Figure 1. M1 wires.
Supply wires on this layer in gray.
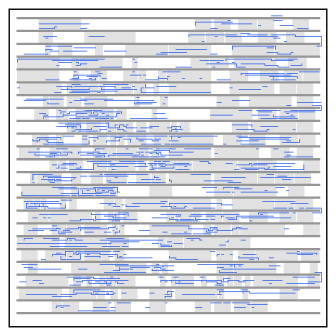
Figure 2. Clock routing.
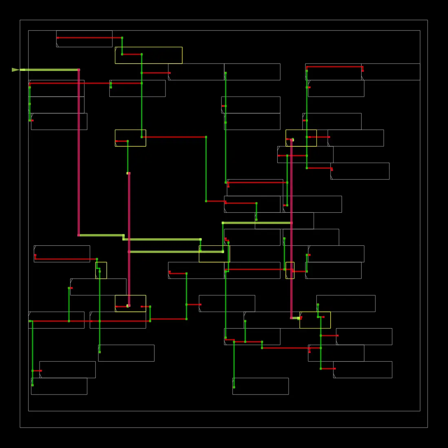
`config.mk`:
```
export PLATFORM = sky130hd
export DESIGN_NAME = bw2gray_unpack
export DESIGN_NICKNAME = d
export VERILOG_FILES = /design/src/rtl/img_pkg.sv /design/src/rtl/bw_line_counter.sv /design/src/rtl/bw2gray_unpack.sv
export SDC_FILE = /design/constraint.sdc
export NUM_CORES = 1
export LEC_CHECK = 0
export CAP_MARGIN = 20
export CORE_UTILIZATION = 54
export CTS_CLUSTER_SIZE = 16
export DETAILED_ROUTE_END_ITERATION = 12
export HOLD_SLACK_MARGIN = 0.15
export PLACE_DENSITY_LB_ADDON = 0.12
export SLEW_MARGIN = 20
export SYNTH_ARGS = -nofsm -noshare
export SYNTH_HDL_FRONTEND = slang
export SYNTH_HIERARCHICAL = 1
export SYNTH_SLANG_ARGS = --single-unit
```
`constraint.sdc`:
```
create_clock -name clk_i -period 7.1 [get_ports clk_i]
set_input_delay 1.42 -clock clk_i [delete_from_list [all_inputs] [get_ports clk_i]]
set_output_delay 1.42 -clock clk_i [all_outputs]
set_load 0.03 [all_outputs]
```
`src/rtl/img_pkg.sv`:
```
// Shared types and constants for the gray/black-white image path.
package img_pkg;

  localparam int PIX_W    = 8;
  localparam int WORD_PIX = 8;
  localparam int KW       = $clog2(WORD_PIX + 1);

  typedef enum logic {
    BOS  = 1'b0,
    DOLU = 1'b1
  } state_t;

  localparam logic [PIX_W-1:0] BEYAZ = 8'hFF;
  localparam logic [PIX_W-1:0] SIYAH = 8'h00;

  // Pixels to take from a byte: a full word, or only what is left of the line.
  function automatic logic [KW-1:0] kalan_min(input int unsigned rem);
    if (rem >= WORD_PIX) return KW'(WORD_PIX);
    return KW'(rem);
  endfunction

endpackage

```
`src/rtl/bw_line_counter.sv`:
```
// Pixel position within an image line; wraps after LINE_W-1 and reports the
// pixels left in the line as they will stand after this cycle's advance.
module bw_line_counter #(
  parameter int LINE_W = 640,
  parameter int CW     = 12
) (
  input  logic          clk_i,
  input  logic          rst_i,
  input  logic          adv_i,
  output logic          last_o,
  output logic [CW-1:0] rem_o
);

  logic [CW-1:0] cnt_q;

  assign last_o = (cnt_q == CW'(LINE_W - 1));

  always_ff @(posedge clk_i or negedge rst_i) begin
    if (!rst_i)      cnt_q <= '0;
    else if (adv_i)  cnt_q <= last_o ? '0 : cnt_q + CW'(1);
  end

  // A byte accepted while the last pixel of a line drains starts a fresh line.
  always_comb begin
    rem_o = CW'(LINE_W) - cnt_q;
    if (adv_i) rem_o = last_o ? CW'(LINE_W) : CW'(LINE_W - 1) - cnt_q;
  end

endmodule

```
`src/rtl/bw2gray_unpack.sv`:
```
// Unpacks 1-bit-per-pixel black/white bytes (MSB first) into 8-bit gray pixels,
// dropping pad bits at line ends and flagging the last pixel of each line.
module bw2gray_unpack
  import img_pkg::*;
#(
  parameter int LINE_W = 640,
  parameter int CW     = 12
) (
  input  logic       clk_i,
  input  logic       rst_i,
  input  logic       en_i,
  input  logic [7:0] veri_i,
  input  logic       veri_valid_i,
  output logic       veri_ready_o,
  input  logic [7:0] beyaz_degeri,
  input  logic [7:0] siyah_degeri,
  output logic [7:0] veri_o,
  output logic       veri_valid_o,
  input  logic       veri_ready_i,
  output logic       satir_son_o
);

  state_t               state_p0, state_nxt;
  logic [WORD_PIX-1:0]  sr_p0;
  logic [KW-1:0]        kalan_p0;
  logic [PIX_W-1:0]     beyaz_p0, siyah_p0;

  logic                 acc, adv, kalan_bir, line_last;
  logic [CW-1:0]        line_rem;

  assign kalan_bir = (kalan_p0 == KW'(1));
  assign adv       = en_i && (state_p0 == DOLU) && veri_ready_i;
  assign acc       = veri_valid_i && veri_ready_o;

  bw_line_counter #(
    .LINE_W (LINE_W),
    .CW     (CW)
  ) u_line_counter (
    .clk_i  (clk_i),
    .rst_i  (rst_i),
    .adv_i  (adv),
    .last_o (line_last),
    .rem_o  (line_rem)
  );

  always_ff @(posedge clk_i or negedge rst_i) begin
    if (!rst_i) state_p0 <= BOS;
    else        state_p0 <= state_nxt;
  end

  always_comb begin
    state_nxt = state_p0;
    case (state_p0)
      BOS:     if (acc) state_nxt = DOLU;
      DOLU:    if (adv && kalan_bir && !acc) state_nxt = BOS;
      default: state_nxt = BOS;
    endcase
  end

  // Held byte: a new byte overrides the shift so a refill is bubble-free.
  always_ff @(posedge clk_i or negedge rst_i) begin
    if (!rst_i) begin
      sr_p0    <= '0;
      kalan_p0 <= '0;
      beyaz_p0 <= BEYAZ;
      siyah_p0 <= SIYAH;
    end else if (acc) begin
      sr_p0    <= veri_i;
      kalan_p0 <= kalan_min(32'(line_rem));
      beyaz_p0 <= beyaz_degeri;
      siyah_p0 <= siyah_degeri;
    end else if (adv) begin
      sr_p0    <= {sr_p0[WORD_PIX-2:0], 1'b0};
      kalan_p0 <= kalan_p0 - KW'(1);
    end
  end

  always_comb begin
    veri_ready_o = 1'b0;
    if (rst_i && en_i) begin
      case (state_p0)
        BOS:     veri_ready_o = 1'b1;
        DOLU:    veri_ready_o = kalan_bir && veri_ready_i;
        default: veri_ready_o = 1'b0;
      endcase
    end
    veri_valid_o = (state_p0 == DOLU);
    satir_son_o  = (state_p0 == DOLU) && line_last;
    veri_o       = sr_p0[WORD_PIX-1] ? beyaz_p0 : siyah_p0;
  end

endmodule

```
==> impl_metrics.json <==
{
  "cts_tree": "built",
  "synth.logic.top_family": "multiplexers",
  "final-seq-area_um2": 1040,
  "hold_slack_ns": 0.490,
  "signal_buffers": 40,
  "reg2reg_from": "veri_valid_o$_DFF_PN0_",
  "period_used_pct": 63.4,
  "syn_nets": 252,
  "ant_nets": 0,
  "reg2reg_depth": 10,
  "grt.met3_usage_pct": 4.62,
  "drive_above_1_share_pct": 15.5,
  "fp-row-count": 23,
  "cp_max_fo": 17,
  "holdCritStartpoint": "siyah_p0[1]$_DFFE_PN0N_",
  "use_met1_pct": 25.8,
  "grt_pass1_wl_mm": 6.82,
  "ys.flop_type": "dfrtp_1",
  "vias": 1670,
  "synth_warnings": 6,
  "ir_drop_mv": 0.236,
  "tightest_slew_ns": 1.02,
  "slew-limit-headroom_pct": 31.7,
  "io_pins": 40,
  "ys_sh_simple_pct": 15.5,
  "die_y_um": 67.0,
  "final_common_cell": "clkdlybuf4s50_1",
  "postSynthSeqShare_pct": 45.4,
  "power.clock.fraction_pct": 17.5,
  "routabilityCongestion": 0.888,
  "post-cts-setup-buffers": 0,
  "min_path_type": "flop to flop",
  "synth_area_leader_cell": "dfrtp_1",
  "seq_share_pct": 37.2,
  "dr.pass1.iters": 4,
  "finalHoldViolations": 0,
  "min_to": "siyah_p0[1]$_DFFE_PN0N_",
  "intPower_uw": 670,
  "outcome": "completed",
  "p_per_area_nw_per_um2": 374,
  "nets": 287,
  "comb_cell_power_uw": 433,
  "crit_end": "kalan_p0[1]$_DFFE_PN0P_",
  "p_total_uw": 1040,
  "power_leader": "combinational logic",
  "cts.clk_slew.worst_paths_ns": 0.07,
  "met1_length_mm": 1.92,
  "topCellsByArea": "dfrtp_1, dfstp_2, mux2_2",
  "drc": 0,
  "bufAreaShareNonClock_pct": 14.1,
  "seq_power_share_pct": 40.8,
  "cp.required_ns": 7.29,
  "dp_cells": 294
}
## Picture notes: Figure 1
main direction: horizontal
wire length on this layer: 1920 µm

## Picture notes: Figure 2
Num CTS Buffers: 5
Clk power: 183 µW
clkbuf count: 6

No activity file was given, so power comes from the tool's default toggle rates.
